$ cat src/rtl/fruit_launcher.sv
// Single-fruit trajectory engine: spawn at the bottom edge, parabolic flight per frame, slice/miss detect.
// Launch source: FRUIT_LFSR_EN selects the 16-bit LFSR; otherwise a fixed 4-entry launch table.
module fruit_launcher #(
  parameter int SIZE         = 16,
  parameter int GRAVITY      = 1,
  parameter int SPAWN_DELAY  = 30,
  parameter int SPLAT_FRAMES = 8,
  parameter int Y_BOTTOM     = 479
) (
  input  logic       Clk,
  input  logic       Reset,
  input  logic       frame_tick,
  input  logic       slice,
  output logic [9:0] FruitX,
  output logic [9:0] FruitY,
  output logic [9:0] FruitS,
  output logic       fruit_active,
  output logic       sliced_pulse,
  output logic       missed_pulse
);
  // state    | meaning
  // S_WAIT   | no fruit; counting frame ticks down to the next launch
  // S_FLIGHT | fruit moving; slice or bottom crossing ends the flight
  // S_SPLAT  | sliced fruit frozen on screen for SPLAT_FRAMES ticks
  typedef enum logic [1:0] {S_WAIT, S_FLIGHT, S_SPLAT} state_t;

  localparam logic signed [10:0] X_MIN  = 11'(SIZE);
  localparam logic signed [10:0] X_MAX  = 11'(639 - SIZE);
  localparam logic signed [10:0] Y_MAX  = 11'(Y_BOTTOM);
  localparam logic signed [8:0]  GRAV9  = 9'(GRAVITY);
  localparam logic signed [8:0]  VY_SAT = 9'sd31;

  state_t r_state, w_state_nxt;
  logic [7:0] r_cnt, w_cnt_nxt;
  logic [9:0] r_x, r_y, w_x_nxt, w_y_nxt;
  logic signed [7:0] r_vx, r_vy, w_vx_nxt, w_vy_nxt;
  logic r_active, r_sliced, r_missed;
  logic w_active_nxt, w_sliced_nxt, w_missed_nxt;

  logic w_launch;
  logic [9:0] w_launch_x;
  logic signed [7:0] w_launch_vx, w_launch_vy;
  logic signed [10:0] w_nx, w_ny;
  logic signed [8:0] w_vy_sum;

  assign w_launch = (r_state == S_WAIT) && frame_tick && (r_cnt == '0);

`ifdef FRUIT_LFSR_EN
  logic [15:0] r_lfsr;
  always_ff @(posedge Clk) begin
    if (Reset) r_lfsr <= 16'hACE1;
    else       r_lfsr <= {r_lfsr[14:0], r_lfsr[15] ^ r_lfsr[13] ^ r_lfsr[12] ^ r_lfsr[10]};
  end

  always_comb begin
    w_launch_x  = 10'd64 + {1'b0, r_lfsr[8:0]};
    w_launch_vx = $signed({5'b0, r_lfsr[11:9]}) - 8'sd4;
    w_launch_vy = -(8'sd16 + $signed({5'b0, r_lfsr[13:12], 1'b0}));
  end
`else
  logic [1:0] r_idx;
  always_ff @(posedge Clk) begin
    if (Reset)         r_idx <= 2'd0;
    else if (w_launch) r_idx <= r_idx + 2'd1;
  end

  always_comb begin
    w_launch_x  = 10'd320;
    w_launch_vx = 8'sd2;
    w_launch_vy = -8'sd16;
    case (r_idx)
      2'd1: begin w_launch_x = 10'd100; w_launch_vx = -8'sd3; w_launch_vy = -8'sd18; end
      2'd2: begin w_launch_x = 10'd540; w_launch_vx = 8'sd3;  w_launch_vy = -8'sd20; end
      2'd3: begin w_launch_x = 10'd200; w_launch_vx = 8'sd1;  w_launch_vy = -8'sd22; end
      default: ;
    endcase
  end
`endif

  assign w_nx     = $signed({1'b0, r_x}) + $signed({{3{r_vx[7]}}, r_vx});
  assign w_ny     = $signed({1'b0, r_y}) + $signed({{3{r_vy[7]}}, r_vy});
  assign w_vy_sum = $signed({r_vy[7], r_vy}) + GRAV9;

  always_comb begin
    w_state_nxt  = r_state;
    w_cnt_nxt    = r_cnt;
    w_x_nxt      = r_x;
    w_y_nxt      = r_y;
    w_vx_nxt     = r_vx;
    w_vy_nxt     = r_vy;
    w_active_nxt = r_active;
    w_sliced_nxt = 1'b0;
    w_missed_nxt = 1'b0;
    case (r_state)
      S_WAIT: begin
        if (w_launch) begin
          w_state_nxt  = S_FLIGHT;
          w_x_nxt      = w_launch_x;
          w_y_nxt      = 10'(Y_BOTTOM);
          w_vx_nxt     = w_launch_vx;
          w_vy_nxt     = w_launch_vy;
          w_active_nxt = 1'b1;
        end else if (frame_tick) begin
          w_cnt_nxt = r_cnt - 8'd1;
        end
      end
      S_FLIGHT: begin
        // a slice in the same cycle as a tick pre-empts both the move and any miss
        if (slice) begin
          w_state_nxt  = S_SPLAT;
          w_cnt_nxt    = 8'(SPLAT_FRAMES);
          w_active_nxt = 1'b0;
          w_sliced_nxt = 1'b1;
        end else if (frame_tick) begin
          if (w_nx < X_MIN || w_nx > X_MAX) w_vx_nxt = -r_vx;
          else                              w_x_nxt  = w_nx[9:0];
          w_vy_nxt = (w_vy_sum > VY_SAT) ? 8'sd31 : w_vy_sum[7:0];
          if (w_ny > Y_MAX) begin
            w_state_nxt  = S_WAIT;
            w_cnt_nxt    = 8'(SPAWN_DELAY);
            w_active_nxt = 1'b0;
            w_missed_nxt = 1'b1;
          end else begin
            w_y_nxt = w_ny[9:0];
          end
        end
      end
      S_SPLAT: begin
        // leave on the tick that brings the count to zero: SPLAT_FRAMES ticks frozen
        if (frame_tick) begin
          if (r_cnt <= 8'd1) begin
            w_state_nxt = S_WAIT;
            w_cnt_nxt   = 8'(SPAWN_DELAY);
          end else begin
            w_cnt_nxt = r_cnt - 8'd1;
          end
        end
      end
      default: w_state_nxt = S_WAIT;
    endcase
  end

  always_ff @(posedge Clk) begin
    if (Reset) begin
      r_state  <= S_WAIT;
      r_cnt    <= 8'(SPAWN_DELAY);
      r_x      <= 10'd320;
      r_y      <= 10'(Y_BOTTOM);
      r_vx     <= 8'sd0;
      r_vy     <= 8'sd0;
      r_active <= 1'b0;
      r_sliced <= 1'b0;
      r_missed <= 1'b0;
    end else begin
      r_state  <= w_state_nxt;
      r_cnt    <= w_cnt_nxt;
      r_x      <= w_x_nxt;
      r_y      <= w_y_nxt;
      r_vx     <= w_vx_nxt;
      r_vy     <= w_vy_nxt;
      r_active <= w_active_nxt;
      r_sliced <= w_sliced_nxt;
      r_missed <= w_missed_nxt;
    end
  end

  assign FruitX       = r_x;
  assign FruitY       = r_y;
  assign FruitS       = 10'(SIZE);
  assign fruit_active = r_active;
  assign sliced_pulse = r_sliced;
  assign missed_pulse = r_missed;
endmodule

$ cat config.mk
export PLATFORM = sky130hd
export DESIGN_NAME = fruit_launcher
export DESIGN_NICKNAME = d
export VERILOG_FILES = /design/src/rtl/fruit_launcher.sv
export SDC_FILE = /design/constraint.sdc
export NUM_CORES = 1
export LEC_CHECK = 0
export CAP_MARGIN = 10
export CORE_UTILIZATION = 53
export DETAILED_ROUTE_END_ITERATION = 12
export MAX_ROUTING_LAYER = met4
export PLACE_DENSITY = 0.85
export SYNTH_ARGS = -nofsm -noshare
export SYNTH_HDL_FRONTEND = slang
export SYNTH_SLANG_ARGS = --single-unit
$ cat constraint.sdc
create_clock -name Clk -period 2.7 [get_ports Clk]
set_input_delay 0.405 -clock Clk [delete_from_list [all_inputs] [get_ports Clk]]
set_output_delay 0.405 -clock Clk [all_outputs]
set_load 0.01 [all_outputs]
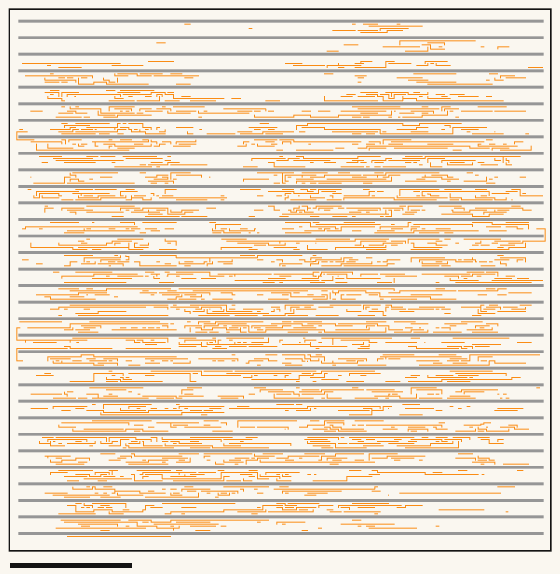
(images/met1.png)
Scale bar: 20 um. Supply wires on this layer in gray.
- main direction: horizontal
- share of all routed wire: 40%
routed vias: 4486
total wire length: 13100 um
M1 GR Usage: 0.383

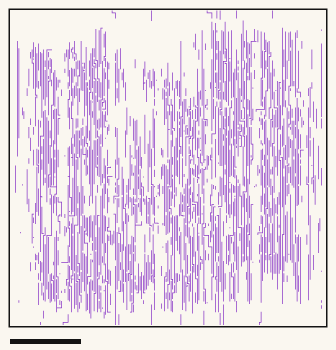
(images/met2.png)
Scale bar: 20 um.
- share of all routed wire: 50%
- wire length on this layer: 6580 um
Global Route met2 Usage: 0.587

==> job_summary.md <==
### Metrics collected by this job

| Metric | Value |
|---|---|
| Power, Total | `1.28 mW` |
| Maximum clock insertion buffer count | `2` |
| CP Capture Type | `flop` |
| Vias/cell | `slightly above 6` |
| Clk_lat worst skew | `around 0.32 ns` |
| Top non-seq family | `AND-OR/OR-AND gates` |
| Yosys stat area | `between 0.004 and 0.005 sq mm` |
| CTS tree | `done` |
| Sw Ratio | `0.250` |
| Dpl cells | `just under 700` |
| Flip-flops with a built-in enable | `0` |
| Register-to-Register Setup Slack | `-0.36 ns` |
| # hold bufs at CTS | `0` |
| Gr usage total | `0.338` |
| Diodes inserted | `0` |
| Post-synth regs | `around 51` |
| Clock transition at path regs | `0.09 ns` |
| Crit-path cells | `ha_4 -> a211oi_4 -> o211ai_1 -> a211o_1 -> a2111o_1 -> o32ai_4 -> o31ai_4 -> buf_6 -> buf_6 -> buf_16 -> a311oi_1` |
| Worst r2r src | `r_vx[6]` |
| Compound Share, Synth | `0.288` |
| Setup ws final | `-0.364 ns` |
| CP max-delay cell | `a2111o_1` |
| RePlAce Congestion | `0.911` |
| Max Cap Viol | `0` |
| Cell area after placement | `approximately 0.0051 sq mm` |
| I/O pin count | `37` |
| Average wire per standard cell | `about 18 um` |
| Rows | `31` |
| Fillers | `between 400 and 500` |
| Seq/Total Area, Yosys | `0.255` |
| Die width | `between 80 and 90 um` |
| Cell mode on critical path | `buf_6` |
| Global-route wire length before repair | `20100 um` |
| DR top layer | `met4` |
| Leakage power | `about 2.4 nW` |
| P_sw | `around 320 uW` |
| Top area contributor share | `0.255` |
| Combinational Area | `around 0.003 sq mm` |
| F_max | `about 330 MHz` |
| Combinational Power Share | `0.053` |
| Avg Cell Area, Syn | `slightly above 8 sq um` |
| Layout area overhead | `42.4%` |
| Crit path kind | `reg -> reg` |
| PwrDens | `roughly 220 mW/mm^2` |
| Crit start category | `flop` |
| Clock sinks | `just over 50` |
| Grt total ovfl | `0` |
| Slew Viols, Final | `0` |
| Initial DRC count | `404` |
| Unrepaired setup endpoints after global routing | `yes` |
| Vias in the first global route | `approximately 4400` |
| P_int | `961 uW` |
| Fin crit share | `1.13` |
| Final setup violation count | `38` |
| MUX share of area | `0.0353` |
| Critical Path RT | `2.90 ns` |
| DRC | `0` |
| Initial antenna violation count | `0` |
| TritonRoute pass-1 iters | `6` |
| Status | `finished with violations` |
| Design area | `0.00570 sq mm` |
| Ys cells | `between 400 and 500` |
| Area of the core | `approximately 0.0073 sq mm` |
| Layout Nets | `about 670` |
| Leading area contributor after synthesis | `dfxtp_1` |
| Met3 WL post-DR | `between 700 and 800 um` |
| Layout Cells excl Fill | `724` |
| Fin Setup TNS | `-8.65 ns` |
| Post-DP HPWL | `just over 8000 um` |
| Crit-path max FO | `6` |
| Worst slew pin tran | `~0.85 ns` |
| Minimum clock period | `around 3 ns` |
| Seq. cell area | `between 0.001 and 0.0015 sq mm` |
| Die height | `slightly below 90 um` |
| Top cells by area | `dfxtp_1 (26%), ha_1 (11%), nor2_1 (4.6%)` |
| Setup Skew | `roughly 0.017 ns` |
| R2R cell count | `11` |
| Wl on met1 | `about 5300 um` |
| H-tree Lvls | `2` |
| Worst Setup EP | `FruitX[9]` |
| CP startpoint | `r_vx[6]` |
| Top_reg_cell synth | `dfxtp_1` |
| Layer with the highest usage | `met2` |
| FA/HA/MAJ Cells, Area Fraction | `0.119` |
| Port Buffers | `26` |
| Synth async-reset ratio | `0` |
| Share of layout cells above drive strength 1 | `0.325` |
| Largest stage delay, worst path | `0.38 ns` |
| Fp util | `0.549` |
| Log Warnings | `39` |
| Reg-to-reg endpoint | `FruitX[9]` |
| Met2 wire length | `~6600 um` |
| Met3 GRT Util | `0.0354` |
| CP arrival | `~3.3 ns` |
| CTS Root Cell | `clkbuf_8` |
| Post-route ant nets | `0` |
| Number of distinct library cells after synthesis | `around 73` |
| Post-Synthesis Cells | `490` |
| Cts bufs inserted | `5` |
| Peak supply drop | `roughly 0.00019 V` |
| Netlist Area Pre-Place | `between 0.004 and 0.005 sq mm` |
| Hold Crit Class | `reg -> reg` |
| Hold_sp | `r_cnt[7]` |
| Failing checks | `negative setup slack` |
| Clock power frac | `0.353` |
| Die Footprint | `slightly below 0.008 sq mm` |
| Basic Gates by Area | `0.197` |
| Synth Area in XOR/XNOR | `0.0369` |
| Worst slew margin | `0.433` |
| Seq pwr share | `0.594` |
| Ys Warns | `0` |
| Largest net degree at the start of global routing | `40` |
| Final Hold Viols | `0` |
worst max-delay path, delay by kind of cell, from the launching register on:
kind                       cells  cell delay, ns
buffers and inverters          3            0.39
DFF                            1            0.35
adders and majority gates      1            0.28
AOI/OAI and AO/OA              7            1.95
registers in the layout, summed over array words and instances, names as in the netlist:
register	count
fruit_active	1
missed_pulse	1
FruitY	10
sliced_pulse	1
r_idx	2
FruitX	10
r_vy	8
r_vx	8
r_state	2
r_cnt	8
power groups by stage:
stage                     Sequential, mW  Combinational (mW)  Clock, mW
final                              0.760              0.0678      0.453
after global routing               0.761              0.0742      0.487
after CTS                          0.760              0.0644      0.447
after detailed placement           0.777              0.0636          0
after global placement             0.777              0.0624          0
after floorplan                    0.776              0.0569          0
synthesized netlist by cell type, types with 3 or more instances:
library cell	n
nor3_1	20
inv_1	23
a221oi_1	3
or3_1	6
a21oi_1	33
xnor2_1	11
a211oi_1	10
nand4_1	5
o211a_1	3
a211oi_2	3
nand2_1	39
nor2_1	49
nand2b_1	8
a31oi_1	9
xor2_1	4
a21o_1	6
nand3_1	8
buf_2	3
buf_4	13
nor2b_1	5
mux2i_1	13
and3_1	6
clkbuf_1	10
dfxtp_1	51
o31a_1	3
o211ai_1	5
a311oi_1	6
o21ai_0	21
ha_1	35
o31ai_1	4
nand3b_1	4
o21ai_1	3
o21a_1	10
a211o_1	3
stage by stage:
stage               hold WS [ns]  setup slack, ns  utilization
floorplan                  0.461          -0.0912            -
global placement           0.478           -0.219        0.702
detailed placement         0.489           -0.305        0.702
CTS                        0.505           -0.230        0.763
global route               0.539           -0.432        0.781
finish                     0.513           -0.364        0.781
final cells by class:
class / count / share of cell area
clock buffers: 7 / 0.0134
multi-input cells: 395 / 0.538
inverters: 24 / 0.0163
repair buffers: 147 / 0.228
flip-flops and latches: 51 / 0.182
clock inverters: 1 / 0.000879
well taps: 99 / 0.0217
cell usage in the layout, fill, tap and decap left out, drive strengths merged, types with 3 or more instances in the layout:
cell type	synthesis	routed
clkdlybuf4s50	0	25
xnor2	11	11
o31a	3	3
ha	35	35
nand4	5	5
xor2	5	5
conb	2	10
a311oi	6	6
o31ai	6	6
nand2	39	39
inv	23	23
and3	6	6
mux2i	13	13
nor2	49	49
buf	18	121
nor2b	5	5
a21o	6	6
o211ai	6	6
a221oi	3	3
a31oi	11	11
nand3b	4	4
o21a	11	11
a211o	3	3
clkbuf	10	8
a211oi	13	13
nand2b	8	8
dfxtp	51	51
o21ai	24	24
nor3	21	21
o211a	3	3
or3	6	6
a21oi	35	35
nand3	8	8
how the worst min path moves through the flow:
stage / endpoint / slack, ns / cells past startpoint
2_1_floorplan: r_cnt[6] / 0.46 / 2
3_3_place_gp: r_cnt[6] / 0.48 / 2
3_5_place_dp: r_cnt[6] / 0.49 / 2
4_1_cts: r_cnt[6] / 0.51 / 2
5_1_grt: r_cnt[3] / 0.54 / 1
6_report: r_cnt[7] / 0.51 / 2
what timing repair did:
action,CTS,global route
pin swaps,25,9
setup buffers,13,5
cloned,2,1
resized,48,17
endpoints found under the hold margin,0,0
endpoints found under the setup margin,38,38
No activity file was given, so power comes from the tool's default toggle rates.
